### src/rtl/dequant_scheduler.sv
// dequant_scheduler: shares one dequantize multiplier between NUM_CH channels.
// Holds a per-channel Q16.16 scale file and round-robin arbitrates the
// requesting channels. It also carries a {valid, ch} tag alongside the
// multiplier, so each result leaves tagged with the channel that produced it.
module dequant_scheduler #(
   parameter int NUM_CH  = 4,
   parameter int LATENCY = 1,
   parameter int CH_W    = $clog2(NUM_CH)
) (
   input  logic                 clk,
   input  logic                 rst_n,
   input  logic                 cfg_we,
   input  logic [CH_W-1:0]      cfg_ch,
   input  logic [31:0]          cfg_scale,
   input  logic [NUM_CH-1:0]    in_valid,
   input  logic [NUM_CH*32-1:0] in_data,
   output logic [NUM_CH-1:0]    in_ready,
   output logic                 mult_en,
   output logic [31:0]          mult_data,
   output logic [31:0]          mult_scale,
   input  logic [31:0]          mult_result,
   output logic                 out_valid,
   output logic [CH_W-1:0]      out_ch,
   output logic [31:0]          out_data,
   input  logic                 out_ready,
   output logic                 busy
);

   localparam logic [31:0] SCALE_ONE = 32'h0001_0000;

   logic [31:0]        r_scale [NUM_CH];
   logic [CH_W-1:0]    r_last;
   logic [LATENCY-1:0] r_tag_vld;
   logic [CH_W-1:0]    r_tag_ch [LATENCY];

   logic               w_stall;
   logic               w_grant_vld;
   logic [CH_W-1:0]    w_grant_ch;

   // A result the consumer refuses freezes the multiplier, the tags and the arbiter.
   assign w_stall = out_valid && !out_ready;
   assign mult_en = !w_stall;

   // Round-robin search: channels above r_last first, then wrap to channel 0.
   always_comb begin
      // NOTE: every variable gets a default first, so no path leaves one unassigned and no latch is inferred.
      w_grant_vld = 1'b0;
      w_grant_ch  = '0;
      for (int i = 0; i < NUM_CH; i++) begin
         if (!w_grant_vld && in_valid[i] && (i > int'(r_last))) begin
            w_grant_vld = 1'b1;
            w_grant_ch  = CH_W'(i);
         end
      end
      for (int i = 0; i < NUM_CH; i++) begin
         if (!w_grant_vld && in_valid[i] && (i <= int'(r_last))) begin
            w_grant_vld = 1'b1;
            w_grant_ch  = CH_W'(i);
         end
      end
      if (w_stall) begin
         w_grant_vld = 1'b0;
         w_grant_ch  = '0;
      end
   end

   // The grant is only raised for a valid channel, so a grant is always a transfer.
   assign in_ready   = w_grant_vld ? (NUM_CH'(1) << w_grant_ch) : '0;
   assign mult_data  = w_grant_vld ? in_data[32*w_grant_ch +: 32] : '0;
   assign mult_scale = w_grant_vld ? r_scale[w_grant_ch] : '0;

   // Scale register file. A same-cycle grant reads the value from before the write.
   always_ff @(posedge clk or negedge rst_n) begin
      if (!rst_n) begin
         // NOTE: this small file is reset on purpose because every channel must start at a scale of 1.0. Bulk data memories would be left unreset.
         for (int i = 0; i < NUM_CH; i++) r_scale[i] <= SCALE_ONE;
      end else if (cfg_we && (int'(cfg_ch) < NUM_CH)) begin
         // NOTE: non-blocking assignment, so every reader in this cycle sees the pre-edge value.
         r_scale[cfg_ch] <= cfg_scale;
      end
   end

   // The round-robin pointer moves only on a transfer.
   always_ff @(posedge clk or negedge rst_n) begin
      if (!rst_n) begin
         r_last <= CH_W'(NUM_CH - 1);
      end else if (w_grant_vld) begin
         r_last <= w_grant_ch;
      end
   end

   // The tag pipeline mirrors the multiplier stages and advances with mult_en.
   // A reset drops any results still in flight.
   always_ff @(posedge clk or negedge rst_n) begin
      if (!rst_n) begin
         r_tag_vld <= '0;
         for (int s = 0; s < LATENCY; s++) r_tag_ch[s] <= '0;
      end else if (mult_en) begin
         r_tag_vld[0] <= w_grant_vld;
         r_tag_ch[0]  <= w_grant_ch;
         for (int s = 1; s < LATENCY; s++) begin
            r_tag_vld[s] <= r_tag_vld[s-1];
            r_tag_ch[s]  <= r_tag_ch[s-1];
         end
      end
   end

   assign out_valid = r_tag_vld[LATENCY-1];
   assign out_ch    = r_tag_ch[LATENCY-1];
   assign out_data  = mult_result;
   assign busy      = |r_tag_vld;

endmodule

### config.mk
export PLATFORM = sky130hd
export DESIGN_NAME = dequant_scheduler
export DESIGN_NICKNAME = d
export VERILOG_FILES = /design/src/rtl/dequant_scheduler.sv
export SDC_FILE = /design/constraint.sdc
export NUM_CORES = 1
export LEC_CHECK = 0
export CORE_MARGIN = 2
export CORE_UTILIZATION = 44
export CTS_CLUSTER_SIZE = 14
export DETAILED_ROUTE_END_ITERATION = 8
export PLACE_DENSITY = 0.82
export SYNTH_ARGS = -nofsm -noshare
export SYNTH_HDL_FRONTEND = slang
export SYNTH_SLANG_ARGS = --single-unit
### constraint.sdc
create_clock -name clk -period 2.6 [get_ports clk]
set_input_delay 0.39 -clock clk [delete_from_list [all_inputs] [get_ports clk]]
set_output_delay 0.39 -clock clk [all_outputs]
set_load 0.01 [all_outputs]
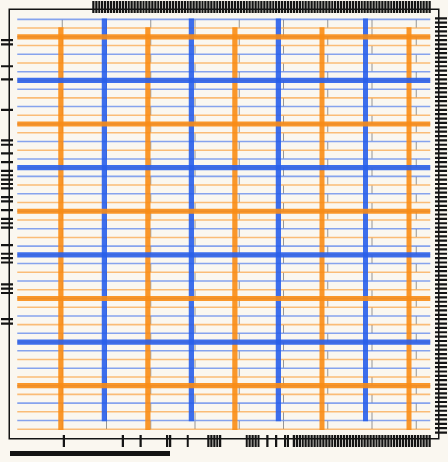
Figure 1: run 1, supply network.
The bar under the picture is 50 um long. Pins as bars on the die edge. Tap cells in grey.
| net | colour |
|---|---|
| VDD | blue |
| VSS | orange |
rows: 47
met5 straps: 9
tap cells: 220

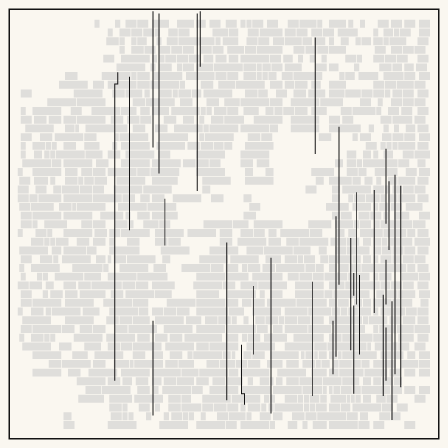
Figure 2: run 1, signal wires on met4.
Cells faint in the background.
nets with wire on the layer: 28
share of all routed wire: 3.8%
Total Routed Length: 29200 um
via count: 6821

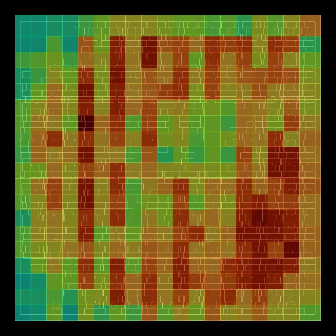
Figure 3: run 1, track usage over the die.
final core occ: 74.5%
met3 Use GR: 8.83%

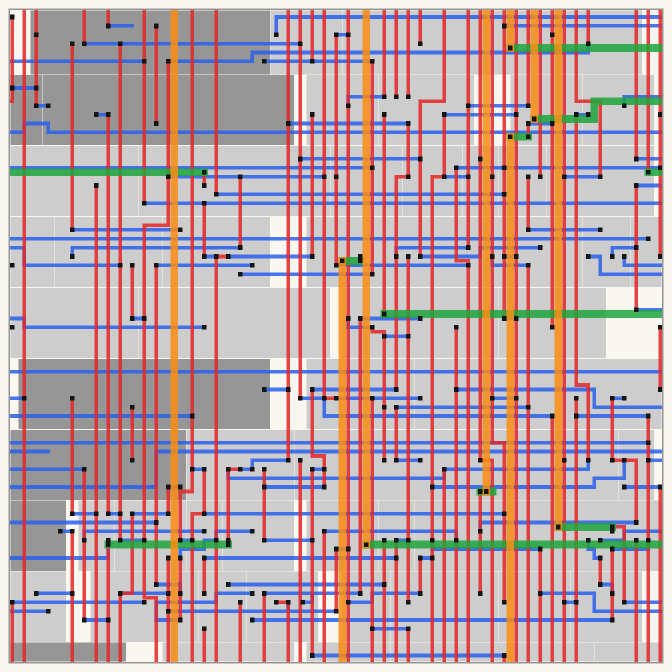
Figure 4: run 1, a small window of the routed layout.
Window x 88 to 113, y 21 to 46 um. Cells in grey, sequential cells in the stronger grey; small squares are vias.
| layer | colour |
|---|---|
| met2 | red |
| met4 | orange |
| met1 | blue |
| met3 | green |
netlist names of flops here include: `r_last` (2), `r_scale` (2)
sequential cells in the window: 4
cells with their middle in the window: 51
most frequent: buf_4 (13), buf_6 (6), buf_12 (5)

==> GITHUB_STEP_SUMMARY, run 1 <==
## PnR job results

| Metric | Value |
|---|---|
| Status | `finished with violations` |
| Violations in the final reports | `negative setup slack` |
| Wire per inst | `24.8 um` |
| Number of global-route vias before repair | `slightly below 7000` |
| Yosys cell types | `29` |
| Mapped Nets | `around 850` |
| H-tree lvl count | `4` |
| Post-place setup slack | `-0.771 ns` |
| Placed insts | `~1100` |
| Min Tclk post-route | `a little under 3 ns` |
| Hold Path End | `out_ch[1]` |
| Fraction of layout cells with a size suffix above 1 | `51.2%` |
| Synth flops | `between 100 and 150` |
| Signal buffers | `366` |
| Top Layout Cells | `clkdlybuf4s50_1, mux2_2, dfrtp_1` |
| # hold bufs at CTS | `1` |
| Buf+Inv Stages, Crit Path | `5` |
| Sink Count | `133` |
| Initial antenna violation count | `1` |
| Final WS setup | `-0.339 ns` |
| CP max stage delay | `0.60 ns` |
| Sw frac | `31.2%` |
| Simple-Gate Area Share | `roughly 6.3%` |
| Seq group | `about 0.0027 W` |
| Hold Violations, Final | `0` |
| Ys flop type | `dfrtp_1` |
| RSZ-0062 raised after global routing | `true` |
| Power per standard cell area | `around 710 nW/um^2` |
| Final Slew Violations | `0` |
| Final Non-Filler Cells | `about 1200` |
| Largest area contributor in the netlist | `dfrtp_1` |
| Max-slew headroom | `between 60% and 70%` |
| Clock buf/inv share | `4.31%` |
| Clock net power | `0.00216 W` |
| Mapped cell area | `about 7400 um^2` |
| Biggest register | `r_scale` |
| CP Cell Sequence | `nand2b_4 > a21oi_4 > buf_6 > nor3_4 > buf_6 > buf_6 > buf_6 > nand3_1 > a21oi_2 > buf_4` |
| Worst EP required | `around 2.2 ns` |
| Crit path top cell by count | `buf_6` |
| Crit path depth | `10` |
| Crit-path slowest cell | `dfstp_2` |
| Hpwl dp | `around 18000 um` |
| Buffers added on ports | `242` |
| Cell count of the worst hold path | `1` |
| Worst hold start | `out_ch[1]` |
| Largest delay share family, worst path | `buffers and inverters` |
| Number of cells in Yosys stat | `645` |
| FFs & Latches | `about 130` |
| # clk buffers | `27` |
| # IOs | `between 300 and 400` |
| ANT cells | `2` |
| Synth area leaders | `dfrtp_1, mux2_2, mux2i_1, a2bb2oi_1, a21oi_1` |
| EDFF count, synth | `0` |
| Setup-failing EPs final | `about 65` |
| Most instantiated logic cell after routing | `clkdlybuf4s50_1` |
| Post-CTS setup buffer count | `22` |
| Met2 usage | `approximately 49%` |
| Root buf cell | `clkbuf_16` |
| Remaining Overflow, GRT | `0` |
| Flop share of the area | `around 27%` |
| Post-synth area from yosys stat | `7380 um^2` |
| Reg2Reg Depth | `8` |
| Avg Cell Area, Syn | `~11 um^2` |
| Global-route wire length before repair | `40100 um` |
| Grt met1 use | `a little under two fifths` |
| GRT Max-Usage Layer | `met2` |
| CTS tree | `done` |
| Clock Tree Buf Depth | `2` |
| Synthesis Warnings | `0` |
| Met3 wire len | `between 2000 and 3000 um` |
| Comb group | `0.00375 W` |
| Peak VDD IR | `between 0.4 and 0.5 mV` |
| Logic pwr share | `a little over two fifths` |
| CP endpoint kind | `primary output` |
| Post-DRT Antenna Nets | `0` |
| CORE AREA | `16500 um^2` |
| Stage-log warning count | `28` |
| Drt initial violations | `a little under 400` |
| Net switching power | `0.00270 W` |
| Register-to-register setup slack | `just under 0.8 ns` |
| Min-Delay Path Class | `register to register` |
| # Taps | `around 220` |
| Synth top cells by count | `mux2_2, dfrtp_1, a21oi_1, nand3_1` |
| Worst Setup SP | `r_last[0]` |
| Reg area | `3340 um^2` |
| Die X | `between 100 and 150 um` |
| GP Congestion | `between 0.8 and 0.9` |
| Largest net degree at the start of global routing | `between 50 and 60` |
| Post-route cell area | `12300 um^2` |
| Worst slew pin tran | `0.499 ns` |
| TNS Setup | `-14.83 ns` |
| Async SR Flop Fraction | `100%` |
| Drt drc | `0` |
| Max FO, Critical Path | `5` |
| Worst Path Arrival | `2.55 ns` |
| Dpl cell area | `about 10000 um^2` |
| Count of non-CTS inverters in the layout | `3` |
| Top cell area share | `a little over two fifths` |
| Comb area | `approximately 4400 um^2` |
| Routed met1 length | `11300 um` |
| Multi-input gates | `approximately 420` |
| Sequential power share | `31.7%` |
| Power Total | `between 0.008 and 0.009 W` |
| Setup crit end | `mult_data[13]` |
| Post-Synth Adder-Cell Area | `0%` |
| Fin nets | `1146` |
| Layout area overhead | `66.2%` |
| Post-Synth AOI/OAI Area | `around an eighth` |
| Hold WS | `about 0.48 ns` |
| GRT Util Overall | `between 20% and 30%` |
Figure 5. Routed metal, one colour a layer (run 1).
Only two layers are drawn.
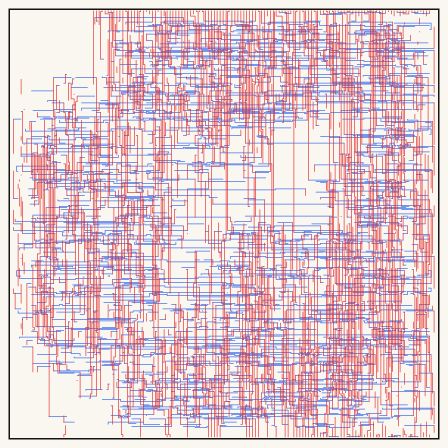

==> inputs of run 2 (changes only) <==
--- a/config.mk
+++ b/config.mk
@@ -5,11 +5,14 @@
 export SDC_FILE = /design/constraint.sdc
 export NUM_CORES = 1
 export LEC_CHECK = 0
+export CAP_MARGIN = 20
+export CELL_PAD_IN_SITES_DETAIL_PLACEMENT = 0
+export CELL_PAD_IN_SITES_GLOBAL_PLACEMENT = 2
 export CORE_MARGIN = 2
-export CORE_UTILIZATION = 44
+export CORE_UTILIZATION = 26
 export CTS_CLUSTER_SIZE = 14
 export DETAILED_ROUTE_END_ITERATION = 8
-export PLACE_DENSITY = 0.82
+export PLACE_DENSITY_LB_ADDON = 0.1
 export SYNTH_ARGS = -nofsm -noshare
 export SYNTH_HDL_FRONTEND = slang
 export SYNTH_SLANG_ARGS = --single-unit
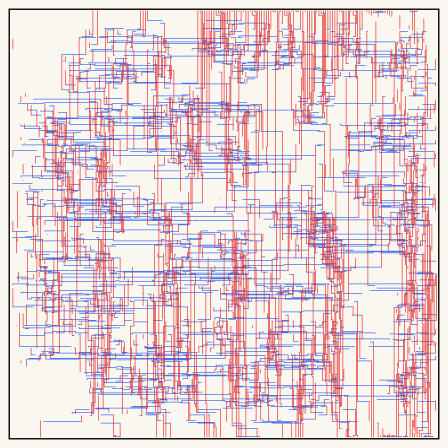
Figure 6: run 2, routed metal, one colour a layer.
Only two layers are drawn.
| layer | colour | wire length |
|---|---|---|
| met1 | blue | 11400 um |
| met2 | red | 13900 um |
GRT Util Overall: 17.8%
wire per inst: 20.8 um
Total Routed Length: 27400 um

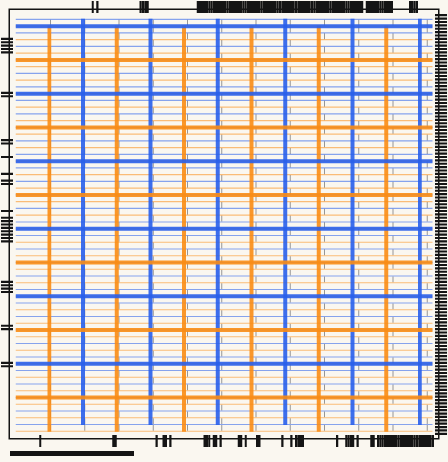
Figure 7: run 2, supply network.
The bar under the picture is 50 um long. Pins as bars on the die edge. Tap cells in grey.
| net | colour |
|---|---|
| VSS | orange |
| VDD | blue |
rows: 61
tap cells: 378
met1 rails: 62
met4 straps: 12
met5 straps: 12
Peak VDD IR: 0.467 mV
CORE AREA: 27900 um^2

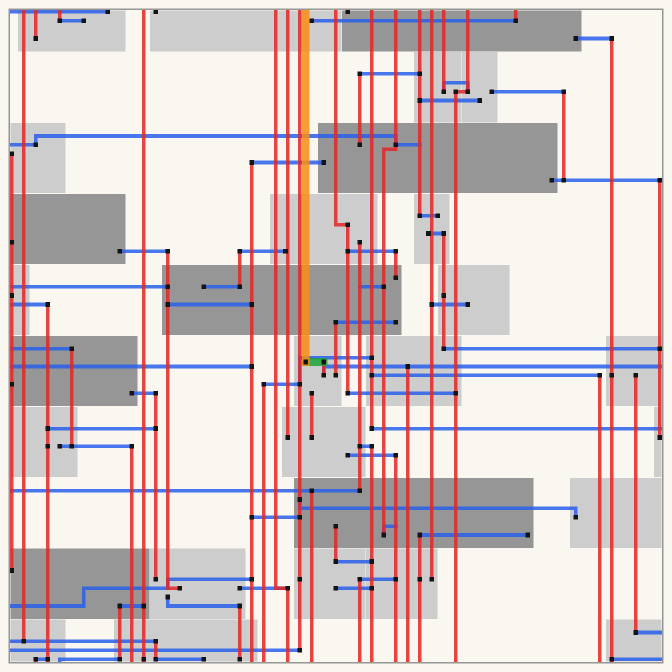
Figure 8: run 2, a small window of the routed layout.
Window x 117 to 142, y 31 to 56 um. Cells in grey, sequential cells in the stronger grey; small squares are vias.
| layer | colour |
|---|---|
| met2 | red |
| met1 | blue |
| met4 | orange |
| met3 | green |
netlist names of flops here include: `r_scale` (3), `out_ch` (2)
sequential cells in the window: 6
cells with their middle in the window: 25
most frequent: dfrtp_1 (6), mux2_2 (4), buf_4 (3)

==> run 2 against run 1 <==
Against the previous run: die area is 67% higher; sequential power is 1% lower; first-iteration DRC count is 64% lower; worst setup slack better by 0.080 ns; clock power is 7% higher; utilization is 32 points lower; critical endpoint is now mult_scale[11]; clock-buffer cell count is 7 lower; sequential share of layout area is 1.0 points higher; synthesized cell count stayed put; the flow still finishes with violations (negative setup slack); clock skew is 0.0046 ns higher; critical path type is now input pin to primary output; maximum frequency is 2.8% higher.
==> GITHUB_STEP_SUMMARY, run 2 <==
## PnR job results

| Metric | Value |
|---|---|
| Status | `finished with violations (unchanged)` |
| Violations in the final reports | `negative setup slack (unchanged)` |
| Hold Violations, Final | `0 (unchanged)` |
| Fraction of layout cells with a size suffix above 1 | `44.0% (was 51.2%)` |
| Post-Synth AOI/OAI Area | `13.0% (unchanged)` |
| Max-slew headroom | `52.5% (was 66.8%)` |
| Power Total | `0.00828 W (was 0.00865 W)` |
| Final core occ | `42.5% (was 74.5%)` |
| Fill cells | `2646 (was 1025)` |
| Routed met1 length | `11400 um (was 11300 um)` |
| Setup crit end | `mult_scale[11] (was mult_data[13])` |
| Post-CTS setup buffer count | `32 (was 22)` |
| # hold bufs at CTS | `0 (was 1)` |
| Ys flop type | `dfrtp_1 (unchanged)` |
| Reg2Reg Depth | `6 (was 8)` |
| Largest delay share family, worst path | `buffers and inverters (unchanged)` |
| Clock net power | `0.00231 W (was 0.00216 W)` |
| Multi-input gates | `422 (was 423)` |
| Biggest register | `r_scale (unchanged)` |
| GP Congestion | `0.788 (was 0.876)` |
| Reg area | `3340 um^2 (unchanged)` |
| Drt drc | `0 (unchanged)` |
| Met2 usage | `32.2% (was 49.0%)` |
| CP endpoint kind | `primary output (unchanged)` |
| Async SR Flop Fraction | `100% (unchanged)` |
| Synth top cells by count | `mux2_2, dfrtp_1, a21oi_1, nand3_1 (unchanged)` |
| Die X | `172 um (was 133 um)` |
| Setup-failing EPs final | `65 (unchanged)` |
| Global-route wire length before repair | `39600 um (was 40100 um)` |
| Comb area | `3940 um^2 (was 4370 um^2)` |
| Comb group | `0.00327 W (was 0.00375 W)` |
| Met3 wire len | `1810 um (was 2510 um)` |
| Crit path top cell by count | `buf_12 (was buf_6)` |
| Clock buf/inv share | `4.80% (was 4.31%)` |
| Simple-Gate Area Share | `6.33% (unchanged)` |
| Worst EP required | `2.21 ns (about the same)` |
| Initial antenna violation count | `1 (unchanged)` |
| FFs & Latches | `133 (unchanged)` |
| CP Cell Sequence | `clkdlybuf4s50_1 > nor2_1 > o311a_4 > buf_12 > buf_12 > mux2i_1 > a2bb2oi_1 > a21oi_2 > buf_2 (was nand2b_4 > a21oi_4 > buf_6 > nor3_4 > buf_6 > buf_6 > buf_6 > nand3_1 > a21oi_2 > buf_4)` |
| RSZ-0062 raised after global routing | `true (unchanged)` |
| Synth flops | `133 (unchanged)` |
| Synthesis Warnings | `0 (unchanged)` |
| Stage-log warning count | `28 (unchanged)` |
| Mapped Nets | `847 (unchanged)` |
| Final Slew Violations | `0 (unchanged)` |
| Clk pwr share | `27.9% (was 24.9%)` |
| Crit path depth | `9 (was 10)` |
| Most instantiated logic cell after routing | `clkdlybuf4s50_1 (unchanged)` |
| Hpwl dp | `18000 um (was 17700 um)` |
| Flop share of the area | `28.2% (was 27.2%)` |
| Final Non-Filler Cells | `1318 (was 1178)` |
| Number of global-route vias before repair | `6799 (was 6832)` |
| CTS tree | `done (unchanged)` |
| # Taps | `378 (was 220)` |
| Dpl cell area | `10600 um^2 (was 10300 um^2)` |
| Signal buffers | `350 (was 366)` |
| Post-route cell area | `11800 um^2 (was 12300 um^2)` |
| CP max stage delay | `0.57 ns (was 0.60 ns)` |
| EDFF count, synth | `0 (unchanged)` |
| Post-DRT Antenna Nets | `0 (unchanged)` |
| Top cell area share | `43.1% (unchanged)` |
| GRT Max-Usage Layer | `met2 (unchanged)` |
| Remaining Overflow, GRT | `0 (unchanged)` |
| Worst Path Arrival | `2.47 ns (was 2.55 ns)` |
| Register-to-register setup slack | `0.89 ns (was 0.79 ns)` |
| Placed insts | `1244 (was 1077)` |
| Final WS setup | `-0.259 ns (was -0.339 ns)` |
| Root buf cell | `clkbuf_16 (unchanged)` |
| ANT cells | `0 (was 2)` |
| H-tree lvl count | `4 (unchanged)` |
| Post-synth area from yosys stat | `7380 um^2 (unchanged)` |
| Net switching power | `0.00253 W (was 0.00270 W)` |
| Die area | `29700 um^2 (was 17800 um^2)` |
| Layout area overhead | `60.3% (was 66.2%)` |
| Max FO, Critical Path | `16 (was 5)` |
| Buffers added on ports | `242 (unchanged)` |
| Largest area contributor in the netlist | `dfrtp_1 (unchanged)` |
| Mapped cell area | `7380 um^2 (unchanged)` |
| Sw frac | `30.5% (was 31.2%)` |
| # IOs | `307 (unchanged)` |
| Met3 Use GR | `3.89% (was 8.83%)` |
| Sink Count | `133 (unchanged)` |
| Top Layout Cells | `clkdlybuf4s50_1, mux2_2, dfrtp_1 (unchanged)` |
| Largest net degree at the start of global routing | `52 (was 51)` |
| Hold WS | `0.00623 ns (was 0.484 ns)` |
| TNS Setup | `-10.17 ns (was -14.83 ns)` |
| Synth area leaders | `dfrtp_1, mux2_2, mux2i_1, a2bb2oi_1, a21oi_1 (unchanged)` |
| Worst slew pin tran | `0.713 ns (was 0.499 ns)` |
| Post-place setup slack | `-0.732 ns (was -0.771 ns)` |
| Via count | `6370 (was 6821)` |
| Number of cells in Yosys stat | `645 (unchanged)` |
| Yosys cell types | `29 (unchanged)` |
| Seq group | `0.00270 W (was 0.00274 W)` |
| Avg Cell Area, Syn | `11.4 um^2 (unchanged)` |
| # clk buffers | `20 (was 27)` |
| Clock Tree Buf Depth | `2 (unchanged)` |
Power and IR drop assume default switching activity.
